--- src/rtl/pc_sequencer.sv ---
// Fetch PC sequencer with redirect handling and a circular return-address stack.
// Call > ret > taken branch > stall > sequential; every redirect flushes for one cycle.
module pc_sequencer #(
  parameter logic [18:0] RESET_PC  = 19'h00000,
  parameter int          RAS_DEPTH = 8
) (
  input  logic        clk,
  input  logic        reset_n,
  input  logic        stall_i,
  input  logic        branch_taken_i,
  input  logic [18:0] branch_target_i,
  input  logic        is_call_i,
  input  logic        is_ret_i,
  input  logic [18:0] instr_pc_i,
  output logic [18:0] pc_o,
  output logic        pc_valid_o,
  output logic        flush_o,
  output logic        ras_empty_o,
  output logic        ras_full_o,
  output logic        ras_err_o
);

  localparam int PW = $clog2(RAS_DEPTH);
  localparam int CW = $clog2(RAS_DEPTH + 1);
  localparam logic [CW-1:0] FULL = CW'(RAS_DEPTH);

  logic [18:0]   pc_q, pc_d;
  logic          valid_q, valid_d;
  logic          flush_q, flush_d;
  logic          err_q, err_d;
  logic [CW-1:0] cnt_q, cnt_d;
  logic [PW-1:0] top_q, top_d;
  logic [PW-1:0] top_m1;
  logic [18:0]   ret_addr;
  logic          push;
  logic          sel_call, sel_ret, sel_br, sel_stall;
  logic [18:0]   stack_q [RAS_DEPTH];

  assign ret_addr  = instr_pc_i + 19'd1;
  assign top_m1    = top_q - PW'(1);
  assign sel_call  = is_call_i;
  assign sel_ret   = is_ret_i & ~is_call_i;
  assign sel_br    = branch_taken_i & ~is_call_i & ~is_ret_i;
  assign sel_stall = stall_i & ~is_call_i & ~is_ret_i
                   & ~branch_taken_i;

  always_comb begin
    pc_d    = pc_q;
    flush_d = 1'b0;
    cnt_d   = cnt_q;
    top_d   = top_q;
    err_d   = err_q;
    push    = 1'b0;
    unique case (1'b1)
      sel_call: begin
        pc_d    = branch_target_i;
        flush_d = 1'b1;
        push    = 1'b1;
        top_d   = top_q + PW'(1);
        // full push overwrites the oldest slot
        if (cnt_q == FULL) err_d = 1'b1;
        else               cnt_d = cnt_q + CW'(1);
        if (is_ret_i) err_d = 1'b1;
      end
      sel_ret: begin
        flush_d = 1'b1;
        if (cnt_q == '0) begin
          pc_d  = ret_addr;
          err_d = 1'b1;
        end else begin
          pc_d  = stack_q[top_m1];
          top_d = top_m1;
          cnt_d = cnt_q - CW'(1);
        end
      end
      sel_br: begin
        pc_d    = branch_target_i;
        flush_d = 1'b1;
      end
      sel_stall: pc_d = pc_q;
      default:   pc_d = pc_q + 19'd1;
    endcase
    valid_d = ~flush_d;
  end

  always_ff @(posedge clk or negedge reset_n) begin
    if (!reset_n) begin
      pc_q    <= RESET_PC;
      valid_q <= 1'b0;
      flush_q <= 1'b0;
      err_q   <= 1'b0;
      cnt_q   <= '0;
      top_q   <= '0;
    end else begin
      pc_q    <= pc_d;
      valid_q <= valid_d;
      flush_q <= flush_d;
      err_q   <= err_d;
      cnt_q   <= cnt_d;
      top_q   <= top_d;
    end
  end

  always_ff @(posedge clk) begin
    if (push) stack_q[top_q] <= ret_addr;
  end

  assign pc_o        = pc_q;
  assign pc_valid_o  = valid_q;
  assign flush_o     = flush_q;
  assign ras_err_o   = err_q;
  assign ras_empty_o = (cnt_q == '0);
  assign ras_full_o  = (cnt_q == FULL);

endmodule

--- config.mk ---
export PLATFORM = sky130hd
export DESIGN_NAME = pc_sequencer
export DESIGN_NICKNAME = d
export VERILOG_FILES = /design/src/rtl/pc_sequencer.sv
export SDC_FILE = /design/constraint.sdc
export NUM_CORES = 1
export LEC_CHECK = 0
export ABC_CLOCK_PERIOD_IN_PS = 7900
export CORE_ASPECT_RATIO = 0.7
export CORE_MARGIN = 3
export CORE_UTILIZATION = 49
export CTS_CLUSTER_SIZE = 24
export DETAILED_ROUTE_END_ITERATION = 8
export HOLD_SLACK_MARGIN = 0.03
export PLACE_DENSITY_LB_ADDON = 0.08
export SLEW_MARGIN = 20
export SYNTH_ARGS = -nofsm -noshare
export SYNTH_HDL_FRONTEND = slang
export SYNTH_SLANG_ARGS = --single-unit
--- constraint.sdc ---
create_clock -name clk -period 7.9 [get_ports clk]
set_input_delay 1.185 -clock clk [delete_from_list [all_inputs] [get_ports clk]]
set_output_delay 1.185 -clock clk [all_outputs]
set_load 0.03 [all_outputs]
Fig. 1: metal 1
Drawn at 2 px/um. Cells faint in the background.
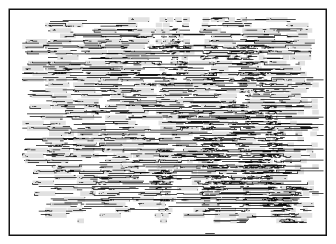
wire length on this layer: 9430 um
share of all routed wire: 48%
main direction: horizontal

Fig. 2: the metal 2 layer
Drawn at 3 px/um.
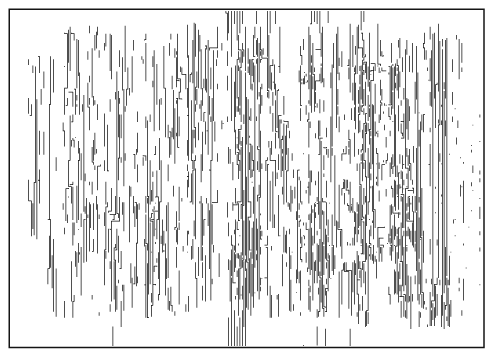
main direction: vertical
wire length on this layer: 8720 um
nets with wire on the layer: 530
share of all routed wire: 44%
longest straight run: 88.7 um

==> out/metrics.csv <==
metric;value;unit
status;finished clean;
clock_sinks;181;
lay_top_cells;edfxtp_1, clkdlybuf4s50_1, mux4_2;
chip_area;0.0177;mm^2
synthesis.nets;539;
regArea;0.00529;mm^2
p_leak;3.15;nW
vias;4745;
crit_chain;clkdlybuf4s50_1 -> nand2b_1 -> inv_1 -> ha_1 -> a21o_1 -> a21oi_1 -> xnor2_1 -> nor2_1 -> xor2_1;
cp-end-kind;flip-flop;
dr.first_iter.drc_count;545;
hold_start;ras_err_o;
fin_skew;0.0113;ns
worstHoldPathCells;2;
ys_chip_area;0.00790;mm^2
finalPower;0.00341;W
fin_crit;3.74;ns
critPathMaxStageDelay;0.80;ns
wl_per_cell;25.3;um
worstSkewPairLatency;0.43;ns
clock.fmax;0.268;GHz
drv_slew;0;
cts_tree;yes;
path_max_fanout;22;
htree_levels;4;
slowest_stage;clkdlybuf4s50_1;
ff_type;edfxtp_1;
peakVddDrop;0.000272;V
max-clock-path-buffers;2;
lay_top_count;edfxtp_1;
routabilityCongestion;0.907;
fp_util;0.505;
syn_avg_cell_area;16.2;um^2
setup_viol;0;
timing.rr.end;pc_o[0];
cts_repair_resize_count;0;
antenna_found_initial;0;
reg2reg_depth;8;
ys_warn_count;0;
clkTransAtPathRegs;0.07;ns
portBuffers;67;
clockRootBuffer;clkbuf_16;
dp_hpwl;12200;um
Fig. 3: the metal 3 layer
Drawn at 2 px/um. Cells faint in the background.
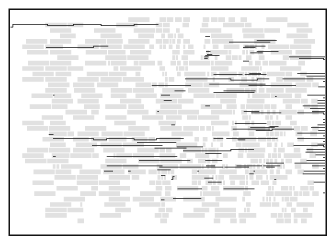
main direction: horizontal
nets with wire on the layer: 93
wire length on this layer: 1240 um
share of all routed wire: 6.3%
longest straight run: 35.0 um

metrics by stage:
stage | utilization | setup slack [ns] | cells | area, um^2
4_1_cts | 0.602 | 4.25 | 775 | 9420
3_5_place_dp | 0.564 | 3.85 | 743 | 8820
2_1_floorplan | - | 4.53 | 488 | 7900
5_1_grt | 0.602 | 3.98 | 775 | 9420
6_report | 0.602 | 4.16 | 775 | 9420
3_3_place_gp | 0.564 | 3.92 | 743 | 8820
cells in the mapped netlist, types with 2 or more instances:
cell type  count  area share
o21ai_0       18       0.011
ha_1           6      0.0095
buf_6          2      0.0029
dfrtp_1       29       0.092
a211oi_1       2      0.0019
mux4_2        38        0.11
a32oi_1        8      0.0089
a221o_1        3      0.0038
nor4_1         5      0.0040
nand2_1       34       0.016
and4_1         2      0.0022
buf_2          8      0.0051
nand4_1        6      0.0048
a21oi_1        9      0.0057
nand3_1       13      0.0082
mux2_2         4      0.0057
nor3_1        14      0.0089
inv_1         14      0.0067
buf_4          2      0.0019
o211ai_1       2      0.0019
o221ai_1       2      0.0022
a22oi_1       12       0.011
nor2_1        19      0.0090
a221oi_2       2      0.0038
xor2_1        18       0.020
mux2i_1        6      0.0076
buf_1          4      0.0019
clkbuf_1       4      0.0019
xnor2_1       17       0.019
o21a_1         2      0.0019
nand2b_1       4      0.0032
edfxtp_1     152        0.58
state kept, by name, summed over array words and instances, names as in the netlist:
| name | cells |
|---|---|
| flush_o | 1 |
| cnt_q | 4 |
| pc_valid_o | 1 |
| top_q | 3 |
| pc_o | 19 |
| stack_q | 152 |
| ras_err_o | 1 |
metal layers:
metal,vias to the layer above,share of wire
met5,-,0
met2,184,0.44
met3,20,0.063
met4,0,0.012
met1,2461,0.48
li1,2080,-
worst register-to-register path, delay by kind of cell, from the launching register on:
family / cells / cell delay (ns)
compound gates: 1 / 0.27
fa+ha+maj: 1 / 0.61
buf+inv: 3 / 1.37
flops: 1 / 0.34
mux: 2 / 0.75
simple gates: 1 / 0.08
how the worst max path moves through the flow:
stage	start	depth (start not counted)	endpoint
2_1_floorplan	is_call_i	3	stack_q[1][0]
3_3_place_gp	is_call_i	9	cnt_q[3]
3_5_place_dp	is_call_i	9	cnt_q[3]
4_1_cts	is_call_i	9	cnt_q[3]
5_1_grt	is_call_i	9	cnt_q[3]
6_report	is_call_i	9	cnt_q[3]
layout make-up:
| class | instances | share of cell area |
|---|---|---|
| Clock buffer | 18 | 0.0455 |
| Clock inverter | 14 | 0.0183 |
| Inverter | 15 | 0.00611 |
| Multi-Input combinational cell | 272 | 0.264 |
| Sequential cell | 181 | 0.561 |
| Tap cell | 200 | 0.0266 |
| Timing Repair Buffer | 75 | 0.0775 |
cells by family after synthesis:
family | share of synthesized area
buffers and inverters | 0.0209
muxes | 0.122
xor gates and xnor gates | 0.0429
DFF | 0.670
and+or+nand+nor | 0.0697
adders and majority gates | 0.0120
AOI/OAI and AO/OA | 0.0632
power by group:
part / switching [W] / total (W) / internal, W
combinational: 0.000700 / 0.00123 / 0.000530
sequential: 0.0000977 / 0.00131 / 0.00122
clock: 0.000361 / 0.000863 / 0.000502
No activity file was given, so power comes from the tool's default toggle rates.
